## src/rtl/display_scan_ctrl.sv

```systemverilog
// display_scan_ctrl
//   Multi-digit 7-segment scan controller for the stopwatch front panel.
//   One digit position is enabled at a time and held for SCAN_DIV cycles.
//   For the enabled digit the segment pattern is chosen from, highest
//   priority first:
//     time view (mode=1):      blinking over-start error, else the BCD time value
//     stopwatch view (mode=0): blinking over-start error, blinking changing
//                              error, spinner, else the BCD stopwatch value
//   Leading zeros are blanked in the value displays when LZ_BLANK=1.
//   Digit 0 is never blanked.
//
// Ports
//   clk                    clock
//   reset                  synchronous, active-low reset
//   digits_run             stopwatch value, BCD, digit k at [4k+3:4k]
//   digits_time            time value, same packing
//   mode                   0 = stopwatch view, 1 = time view
//   signal                 show the spinner instead of the stopwatch value
//   error_over_start       over-start error, stopwatch view
//   error_over_start_time  over-start error, time view
//   error_changing         changing error, stopwatch view
//   seg_out                registered segments, active-high, bit0=a .. bit6=g
//   dig_en                 registered one-hot digit enable, active-high
//
// All outputs are registered. Each cycle they take the pattern for the
// current idx and current inputs, so any input change or idx step shows
// up one cycle later.

module display_scan_ctrl #(
  parameter int         NUM_DIGITS   = 4,
  parameter int         SCAN_DIV     = 1000,
  parameter int         SPIN_DIV     = 5000000,
  parameter int         BLINK_DIV    = 25000000,
  parameter bit         LZ_BLANK     = 1'b1,
  parameter logic [6:0] ERR_OVER_PAT = 7'd119,
  parameter logic [6:0] ERR_CHG_PAT  = 7'd3
) (
  input  logic                    clk,
  input  logic                    reset,
  input  logic [4*NUM_DIGITS-1:0] digits_run,
  input  logic [4*NUM_DIGITS-1:0] digits_time,
  input  logic                    mode,
  input  logic                    signal,
  input  logic                    error_over_start,
  input  logic                    error_over_start_time,
  input  logic                    error_changing,
  output logic [6:0]              seg_out,
  output logic [NUM_DIGITS-1:0]   dig_en
);

  localparam int IDX_W   = (NUM_DIGITS > 1) ? $clog2(NUM_DIGITS) : 1;
  localparam int SCAN_W  = (SCAN_DIV   > 1) ? $clog2(SCAN_DIV)   : 1;
  localparam int SPIN_W  = (SPIN_DIV   > 1) ? $clog2(SPIN_DIV)   : 1;
  localparam int BLINK_W = (BLINK_DIV  > 1) ? $clog2(BLINK_DIV)  : 1;

  localparam logic [IDX_W-1:0]   IDX_LAST   = IDX_W'(NUM_DIGITS - 1);
  localparam logic [SCAN_W-1:0]  SCAN_LAST  = SCAN_W'(SCAN_DIV - 1);
  localparam logic [SPIN_W-1:0]  SPIN_LAST  = SPIN_W'(SPIN_DIV - 1);
  localparam logic [BLINK_W-1:0] BLINK_LAST = BLINK_W'(BLINK_DIV - 1);
  localparam logic [2:0]         PHASE_LAST = 3'd6;

  logic [SCAN_W-1:0]     scan_div;
  logic [IDX_W-1:0]      idx;
  logic [SPIN_W-1:0]     spin_cnt;
  logic [2:0]            phase;
  logic [BLINK_W-1:0]    blink_cnt;
  logic                  blink_on;

  logic                  err_act;
  logic [3:0]            cur_run;
  logic [3:0]            cur_time;
  logic                  run_upper_zero;
  logic                  time_upper_zero;
  logic                  run_blank;
  logic                  time_blank;
  logic [6:0]            spin_pat;
  logic [6:0]            seg_next;
  logic [NUM_DIGITS-1:0] dig_en_next;

  function automatic logic [6:0] bcd_to_seg(input logic [3:0] v);
    logic [6:0] s;
    case (v)
      4'd0:    s = 7'h3F;
      4'd1:    s = 7'h06;
      4'd2:    s = 7'h5B;
      4'd3:    s = 7'h4F;
      4'd4:    s = 7'h66;
      4'd5:    s = 7'h6D;
      4'd6:    s = 7'h7D;
      4'd7:    s = 7'h07;
      4'd8:    s = 7'h7F;
      4'd9:    s = 7'h6F;
      default: s = 7'h00;
    endcase
    return s;
  endfunction

  // The blink timer runs only while the error that is actually visible in
  // the current view is asserted.
  assign err_act = mode ? error_over_start_time
                        : (error_over_start | error_changing);

  always_comb begin
    cur_run         = 4'd0;
    cur_time        = 4'd0;
    run_upper_zero  = 1'b1;
    time_upper_zero = 1'b1;
    dig_en_next     = '0;
    for (int k = 0; k < NUM_DIGITS; k++) begin
      if (IDX_W'(k) == idx) begin
        cur_run        = digits_run[4*k +: 4];
        cur_time       = digits_time[4*k +: 4];
        dig_en_next[k] = 1'b1;
      end
      // A digit is a leading zero when it and every digit above it are 0.
      if (k >= int'(idx)) begin
        if (digits_run[4*k +: 4] != 4'd0)  run_upper_zero  = 1'b0;
        if (digits_time[4*k +: 4] != 4'd0) time_upper_zero = 1'b0;
      end
    end

    run_blank  = LZ_BLANK && (idx != '0) && run_upper_zero;
    time_blank = LZ_BLANK && (idx != '0) && time_upper_zero;
    spin_pat   = 7'b000_0001 << phase;

    seg_next = 7'h00;
    if (mode) begin
      if (error_over_start_time) seg_next = blink_on ? ERR_OVER_PAT : 7'h00;
      else if (!time_blank)      seg_next = bcd_to_seg(cur_time);
    end else begin
      if (error_over_start)      seg_next = blink_on ? ERR_OVER_PAT : 7'h00;
      else if (error_changing)   seg_next = blink_on ? ERR_CHG_PAT : 7'h00;
      else if (signal)           seg_next = spin_pat;
      else if (!run_blank)       seg_next = bcd_to_seg(cur_run);
    end
  end

  always_ff @(posedge clk) begin
    if (!reset) begin
      scan_div  <= '0;
      idx       <= '0;
      spin_cnt  <= '0;
      phase     <= 3'd0;
      blink_cnt <= '0;
      blink_on  <= 1'b1;
      seg_out   <= 7'h00;
      dig_en    <= '0;
    end else begin
      // Digit scan: never stalls, regardless of errors or spinner.
      if (scan_div == SCAN_LAST) begin
        scan_div <= '0;
        idx      <= (idx == IDX_LAST) ? '0 : idx + 1'b1;
      end else begin
        scan_div <= scan_div + 1'b1;
      end

      // Spinner held at phase 0 while idle so every run starts at segment a.
      if (!signal) begin
        spin_cnt <= '0;
        phase    <= 3'd0;
      end else if (spin_cnt == SPIN_LAST) begin
        spin_cnt <= '0;
        phase    <= (phase == PHASE_LAST) ? 3'd0 : phase + 3'd1;
      end else begin
        spin_cnt <= spin_cnt + 1'b1;
      end

      // Blink held in the "on" half while idle so a new error is visible
      // at once for a full half-period.
      if (!err_act) begin
        blink_cnt <= '0;
        blink_on  <= 1'b1;
      end else if (blink_cnt == BLINK_LAST) begin
        blink_cnt <= '0;
        blink_on  <= ~blink_on;
      end else begin
        blink_cnt <= blink_cnt + 1'b1;
      end

      seg_out <= seg_next;
      dig_en  <= dig_en_next;
    end
  end

endmodule
```

## config.mk

```make
export PLATFORM = sky130hd
export DESIGN_NAME = display_scan_ctrl
export DESIGN_NICKNAME = d
export VERILOG_FILES = /design/src/rtl/display_scan_ctrl.sv
export SDC_FILE = /design/constraint.sdc
export NUM_CORES = 1
export LEC_CHECK = 0
export CAP_MARGIN = 20
export CELL_PAD_IN_SITES_DETAIL_PLACEMENT = 1
export CELL_PAD_IN_SITES_GLOBAL_PLACEMENT = 1
export CORE_ASPECT_RATIO = 1.75
export CORE_MARGIN = 4
export CORE_UTILIZATION = 42
export CTS_CLUSTER_SIZE = 28
export DETAILED_ROUTE_END_ITERATION = 12
export PLACE_DENSITY_LB_ADDON = 0.1
export SKIP_LAST_GASP = 1
export SLEW_MARGIN = 20
export SYNTH_ARGS = -nofsm -noshare
export SYNTH_HDL_FRONTEND = slang
export SYNTH_SLANG_ARGS = --single-unit
```

## constraint.sdc

```tcl
create_clock -name clk -period 2.7 [get_ports clk]
set_clock_uncertainty 0.2 [all_clocks]
set_input_delay 0.405 -clock clk [delete_from_list [all_inputs] [get_ports clk]]
set_output_delay 0.405 -clock clk [all_outputs]
set_load 0.05 [all_outputs]
```

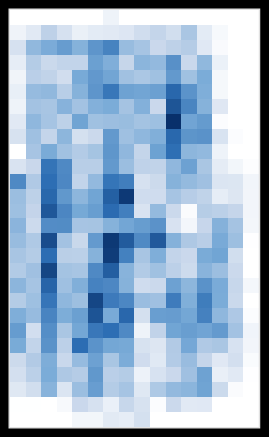
Fig. 1. Wiring heat map (run 1).
16 x 28 tiles, from white (low) to dark blue (high), scaled to the fullest tile. Values are wire area over tile area, all layers added.
- nearly empty tiles: 14%
- mean over tiles: 0.15
- tiles over half the peak: 24%
- emptiest ninth of the die: north-east
- fullest tile: 0.45
- densest ninth of the die: centre

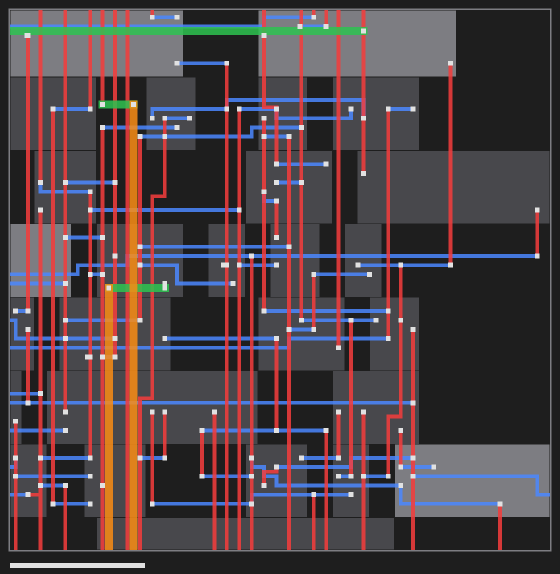
Fig. 2. A small window of the routed layout (run 1).
Scale bar: 5 um. Window x 52 to 72, y 94 to 114 um. Cells in grey, sequential cells in the stronger grey; small squares are vias.
- orange: metal 4
- red: metal 2
- green: metal 3
- blue: metal 1
- sequential cells in the window: 3
- cells with their middle in the window: 24
- netlist names of flops here include: spin_cnt (3)
- most frequent: or3_1 (3), dfxtp_1 (3)

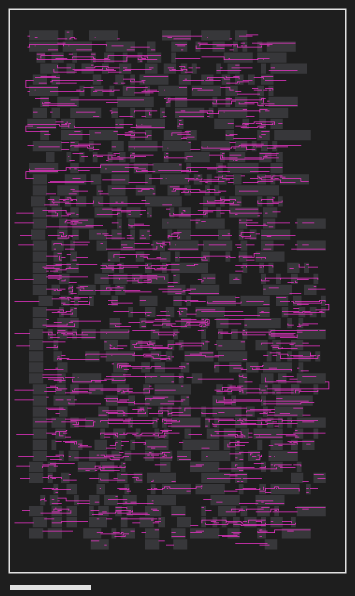
Fig. 3. Met1 routing (run 1).
Scale bar: 20 um. Cells faint in the background.
- share of all routed wire: 36%
- wire length on this layer: 3960 um
- main direction: horizontal

==> flow_summary.yaml, run 1 <==
# implementation run metrics
run_status:
  outcome: "completed"
pwr:
  power_frac_seq_pct: 43.6
  power_leader: "the clock network"
  ir_drop_v: 0.000344
  pg_seq_mw: 1.14
  powerDensity_nw_per_um2: 511
setup_path:
  critPathLaunchType: "flop"
  cpMostUsedCell: "inv_1"
  ff2ff_setup_slack_ns: 0.15
  r2r-start: "idx[0]$_SDFFE_PN0P_"
  setup.worst_path.end_class: "flop"
  cp.depth: 10
  critPathMaxStageDelay_ns: 0.36
final_layout:
  num-nets-final: 599
  seq_area_share_pct: 29.5
  final-clk-cell-share_pct: 5.79
  drive_above_1_share_pct: 11.0
  comb_area_share_pct: 48.3
  top_register: "blink_cnt"
  fillCellCount: 1144
  comb_cells: 370
  largest_class: "multi-input combinational cells"
  diodes: 0
drt:
  top_layer: "met4"
  met2_length_mm: 6.33
logic_synthesis:
  syn-instance-count: 483
  adder_share_pct: 5.54
  synth_top_flop_cell: "dfxtp_1"
  yosysMostFrequentCell: "dfxtp_1"
  edf_count: 0
  common_cells: "dfxtp_1 (75), nor2_1 (73), nand2_1 (42), xnor2_1 (26), xor2_1 (26)"
  top_area_share_pct: 36.9
  xor_share_pct: 11.2
  syn-num-nets: 540
  yosysTopAreaCell: "dfxtp_1"
  synthMuxAreaShare_pct: 2.74
sta:
  layout_setup_ws_ns: 0.148
  final_hold_viol_count: 0
  fin_setup_tns_ns: 0
  maxSlewHeadroom_pct: 61.9
  timing.hold.ws_ns: 0.251
clocking:
  cts_hold_buf: 0
  cts_buffers: 9
  clock-root-buffer: "clkbuf_16"
  htree_levels: 3
global_routing:
  met1_usage_pct: 19.1
worst_hold_path:
  hp-class: "reg2reg"
placed_design:
  dpl.hpwl_mm: 8.32
floorplanning:
  tap_cells: 122
  floorplan.io_pins: 50
Fig. 4: run 1, routed metal, one colour a layer
Scale bar: 20 um. Only two layers are drawn.
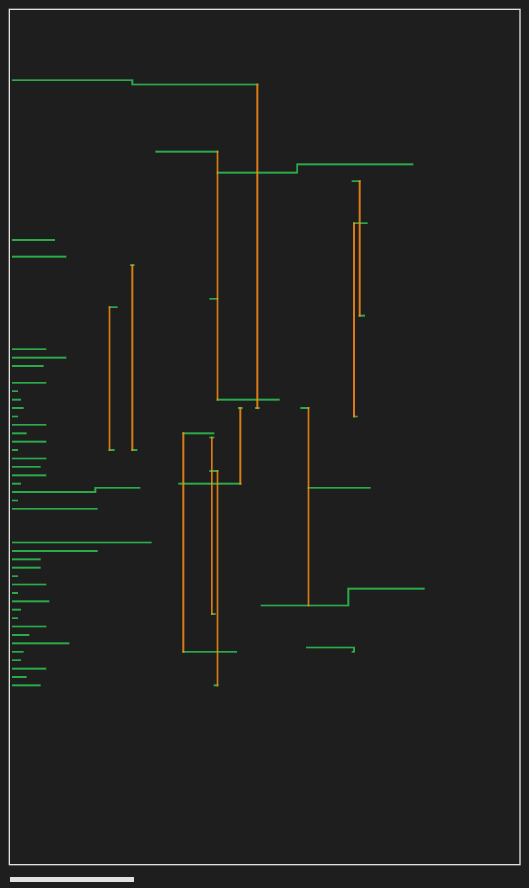

==> run 1 -> run 2 <==
Settings changed: PLACE_DENSITY set to 0.83, PLACE_DENSITY_LB_ADDON 0.1 to not set.
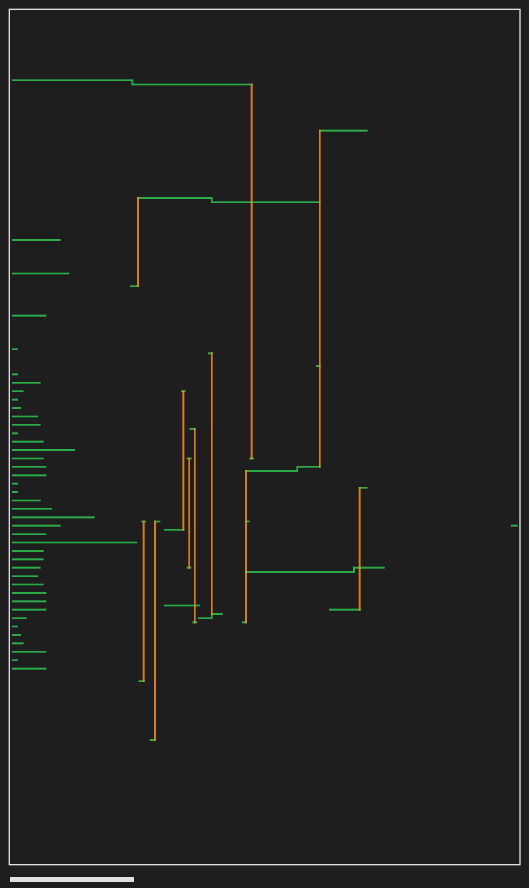
Fig. 5. Routed metal, one colour a layer (run 2).
Scale bar: 20 um. Only two layers are drawn.
- orange: metal 4 (wire length 348 um)
- green: metal 3 (wire length 322 um)

==> run 2 against run 1 <==
Final area is 0.32% higher. Largest power group unchanged. Combinational power decreased by 2%. Area after synthesis unchanged. Setup slack got worse by 0.019 ns. Largest cell class unchanged. Hold slack improved by 0.00086 ns. Critical path depth unchanged. Sequential share of layout area down 0.094 points. Utilization is 0.17 points higher. Clock-buffer cell count is 2 lower.
==> flow_summary.yaml, run 2 <==
# implementation run metrics
logic_synthesis:
  common_cells: "dfxtp_1 (75), nor2_1 (73), nand2_1 (42), xnor2_1 (26), xor2_1 (26)"
  xor_share_pct: 11.2
sta:
  fin_setup_tns_ns: 0
pwr:
  powerDensity_nw_per_um2: 560
  power_leader: "the clock network"
  power_frac_seq_pct: 39.6
final_layout:
  diodes: 0
  top_register: "blink_cnt"
  comb_area_share_pct: 47.5
  num-nets-final: 596
  drive_above_1_share_pct: 9.56
clocking:
  cts_buffers: 9
  htree_levels: 3
run_status:
  outcome: "completed"
setup_path:
  ff2ff_setup_slack_ns: 0.13
  cp.depth: 10
  critPathMaxStageDelay_ns: 0.36
  r2r-start: "idx[0]$_SDFFE_PN0P_"
global_routing:
  met1_usage_pct: 19.3
floorplanning:
  floorplan.io_pins: 50
  tap_cells: 122
Power is estimated from default activity; no workload was simulated.
